Run 1, register map, names as in the netlist:
The bar under the picture is 20 um long. Other sequential cells in the stronger gray, the rest of the logic in the fainter gray.
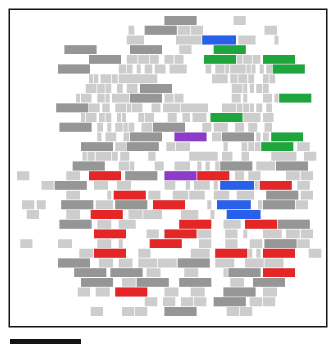
Run 1, clock wiring as the flow saved it:
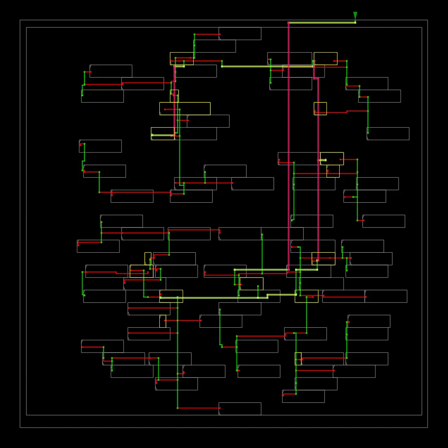
Run 1, placement by cell class:
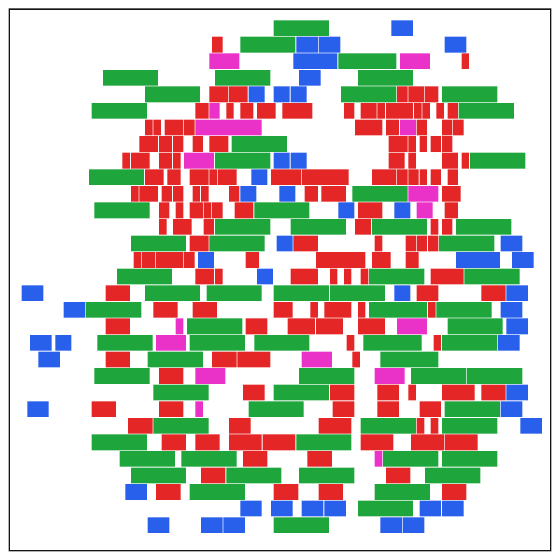
Run 1, cells by drive strength:
The bar under the picture is 20 um long.
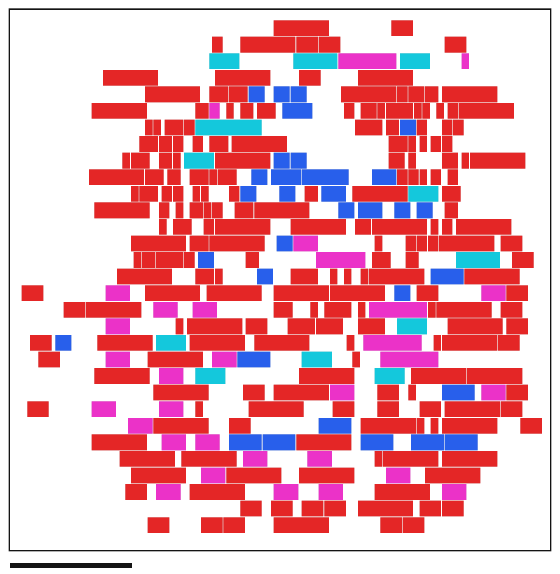
Design seg_scan_mux, sky130hd; sources not shown.
==> GITHUB_STEP_SUMMARY, run 1 <==
## Implementation flow summary

| Metric | Value |
|---|---|
| Status | `finished with violations` |
| Failing checks | `setup timing` |
| Final min period | `2.00 ns` |
| Clock buffer count | `12` |
| Worst Setup Slack, final | `-0.00294 ns` |
| Top Layout Cells | `65 x dfrtp_1, 31 x clkdlybuf4s50_1, 24 x mux2_2, 15 x buf_4, 14 x nand2_1` |
| Initial DRC count | `between 40 and 50` |
| DRT antenna net count | `0` |
| M1 GR Usage | `about a fifth` |
| Ys async rst share | `100%` |
| Tot Pwr | `between 2000 and 3000 uW` |
| CTS H-tree lvls | `3` |
| WL met2 | `~2400 um` |
| Met3 wire length | `around 160 um` |
| Critical path depth | `4` |
| PortBufs | `31` |
| Comb pwr share | `4.8%` |
| P_int | `about 2100 uW` |
| DRC Markers | `0` |
| Worst-path fanout max | `17` |
| Placed Cells | `~370` |
| Kind of cell adding the most delay to the critical path | `simple AND/OR/NAND/NOR gates` |
| Distinct cells, synth | `37` |
| RSZ-0062 raised after global routing | `yes` |
| # resized after CTS | `2` |
| VDD IR-drop max | `about 0.00034 V` |
| CP required | `between 2 and 2.5 ns` |
| Multi-input gates | `around 150` |
| Top sig layer | `met4` |
| Synth Seq Share | `between 50% and 60%` |
| Chip area | `just under 0.008 mm^2` |
| Commonest Layout Cell | `dfrtp_1` |
| Met2 Use GR | `23.8%` |
| Combinational Area | `about 0.0012 mm^2` |
| Die Height | `roughly 89 um` |
| Crit-path slowest cell | `or4b_4` |
| FILL cells | `660` |
| Met3 global-route usage | `between 4 and 5%` |
| Synthesized Nets | `263` |
| Sequential power share | `between 50% and 60%` |
| Flip-flops | `between 60 and 70` |
| TritonRoute pass-1 iters | `4` |
| Hold Slack | `roughly 0.26 ns` |
| Yosys chip area | `about 0.0030 mm^2` |
| Fmax | `roughly 0.5 GHz` |
| Ratio of cells with drive above 1 in the final layout | `approximately a quarter` |
| Diode count | `0` |
| Clk ins delay skew pair | `0.34 ns` |
| # Taps | `99` |
| Post-Syn Area per Cell | `12.9 um^2` |
| Metal-1 WL | `2600 um` |
| Final setup vio count | `2` |
| Clock sink count | `slightly below 70` |
| Gr ovfl total | `0` |
| Yosys Instances | `~230` |
| CTS root buffer | `clkbuf_8` |
| Final Wtd Congestion | `between 0.7 and 0.8` |
| Worst Max-Slew Pin Slew | `0.498 ns` |
| Non-filler instance count after layout | `a little under 400` |
| Pin count of the biggest net entering global routing | `33` |
| Vias in the first global route | `1879` |
About 'register map, names as in the netlist':
Green shows `r_frame_cnt`, sequential cells 8, where top right. Red shows `r_active`, sequential cells 16. Blue shows `o_an`, sequential cells 4. Purple shows `r_idx`, sequential cells 2.
fin util: 51.8%
Seq area share: 46.1%
FF+latch area: 0.00173 mm^2
seq pwr: 1440 uW

About 'clock wiring as the flow saved it':
Setup Skew: 0.00743 ns
Clk. pwr: 1070 uW

About 'placement by cell class':
Magenta shows clock drivers and dummy loads, cells 16, share of their area 5.1%. Blue shows remaining buffers and delay cells, cells 48, share of their area 13%. Green shows registers, cells 69, share of their area 48%. Red shows remaining logic cells, cells 158, share of their area 35%.
row count: 31
Placeable Area: 0.00725 mm^2
post-layout instance area: 0.00376 mm^2

About 'cells by drive strength':
Blue shows x3 and x4, cells 32, most used buf_4. Cyan shows x6 and larger, cells 12, most used clkbuf_8. Magenta shows x2, cells 31, most used mux2_2. Red shows x1 and smaller, cells 216, most used dfrtp_1.
Non-Clock Buffer Count: 48
Worst Setup Slack, final: -0.00294 ns
area delta synth->final: 25.1%

## run 1: Yosys cell counts, types with 3 or more instances
library cell	count	area [um^2]
nor2_1	11	41.3
a222oi_1	4	40.0
nor3_1	4	20.0
ha_1	8	100
inv_1	13	48.8
xor2_1	6	52.6
o21ai_0	10	50.1
mux2i_1	4	40.0
nand3_1	9	45.0
dfstp_2	4	105
a21oi_1	4	20.0
mux2_2	24	270
dfrtp_1	65	1630
nand4_1	5	31.3
nor4_1	3	18.8
xnor2_1	10	87.6
nand2_1	14	52.6
mux2_4	9	135
## run 1: logic make-up after synthesis
family	share of synthesized area (%)
flip-flops	57.7
buffers and inverters	2.71
adder cells (fa/ha/maj)	3.33
AND/OR/NAND/NOR	11.6
AND-OR/OR-AND	4.42
multiplexers	15.6
XOR/XNOR	4.67
--- run 2 (diff from run 1) ---
--- a/config.mk
+++ b/config.mk
@@ -6,7 +6,9 @@
 export NUM_CORES = 1
 export LEC_CHECK = 0
 export CAP_MARGIN = 5
+export CORE_MARGIN = 4
 export CORE_UTILIZATION = 40
+export CTS_CLUSTER_SIZE = 40
 export DETAILED_ROUTE_END_ITERATION = 10
 export PLACE_DENSITY = 0.66
 export SLEW_MARGIN = 15
==> run 2 against run 1 <==
Net effect:
- the flow still finishes with violations (setup timing)
- design area down 1.2%
- core utilization fell by 0.88 points
- combinational power decreased by 6%
- cell count fell by 0.51%
- clock skew shrank 0.0023 ns
- sequential power barely moved
- critical path type unchanged
- largest cell class unchanged
==> GITHUB_STEP_SUMMARY, run 2 <==
## Implementation flow summary

| Metric | Value |
|---|---|
| Status | `finished with violations` |
| Failing checks | `setup timing` |
| CP required | `around 2.2 ns` |
| Met3 global-route usage | `approximately 2.2%` |
| Pin count of the biggest net entering global routing | `around 70` |
| VDD IR-drop max | `about 0.00027 V` |
| FILL cells | `roughly 700` |
| Yosys chip area | `roughly 0.003 mm^2` |
| Top sig layer | `met4` |
| Final setup vio count | `10` |
| Worst-path fanout max | `17` |
| Clock sink count | `around 69` |
| Tot Pwr | `approximately 2500 uW` |
| Worst Setup Slack, final | `-0.0154 ns` |
| Fmax | `around 0.50 GHz` |
| Placed Cells | `373` |
| Ys async rst share | `100%` |
| Distinct cells, synth | `37` |
| Yosys xor share | `under 10%` |
| Ratio of cells with drive above 1 in the final layout | `between 20% and 30%` |
| Area leader share | `54.2%` |
| Synth Area in Simple Gates | `between 10% and 20%` |
| Synth Seq Share | `between 50 and 60%` |
| Cell taking the most area after synthesis | `dfrtp_1` |
| Gr ovfl total | `0` |
| Comb area leader | `multiplexers` |
| Post-Syn Area per Cell | `~13 um^2` |
| Comb pwr share | `between 4 and 5%` |
| P_int | `1930 uW` |
| WL met2 | `2460 um` |
| FF+latch area | `0.00173 mm^2` |
| Area delta synth->final | `23.7%` |
| Critical path depth | `4` |
| Adder Share, Synth | `around 3.3%` |
| Metal-1 WL | `about 2700 um` |
[run 2: cell types whose count changed in the layout (fill, tap and decap cells not counted), sizes merged]
| cell | before | now |
|---|---|---|
| clkinvlp | 2 | 0 |
| bufinv | 1 | 0 |
| clkinv | 1 | 3 |
| clkbuf | 12 | 11 |
[run 2: area by class of cell]
type                            instances  area share (%)
Inverter                               13            1.31
Clock buffer                           11            3.54
Tap cell                               99            3.34
Timing Repair Buffer                   48            12.1
Sequential cell                        69            46.6
Multi-Input combinational cell        145            32.6
Clock inverter                          3           0.404
[run 2: cell families after synthesis]
group,Yosys count
simple gates,61
mux,38
fa+ha+maj,8
buf+inv,19
compound gates,21
xor+xnor,16
flops,69
[run 2: tightest hold or removal path: stages]
cell and delay [ns]:
clkdlybuf4s50_1 0.41, inv_2 0.07, buf_12 0.29
Run 2, register map, names as in the netlist:
The bar under the picture is 20 um long. Other sequential cells in the stronger gray, the rest of the logic in the fainter gray.
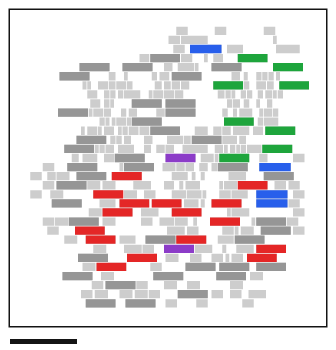
Purple shows `r_idx`, sequential cells 2. Green shows `r_frame_cnt`, sequential cells 8. Blue shows `o_an`, sequential cells 4, where right middle. Red shows `r_active`, sequential cells 16.
fin util: 50.9%
seq pwr: 1450 uW
Seq area share: 46.6%

Run 2, clock wiring as the flow saved it:
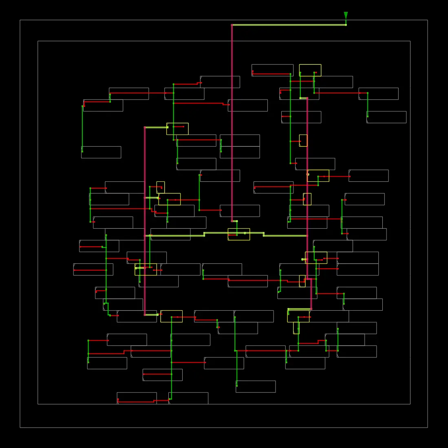
CTS Buf Count: 9
clock buffer count: 11
clk ins delay skew pair: 0.34 ns
Setup Skew: 0.00514 ns

Power is estimated from default activity; no workload was simulated.
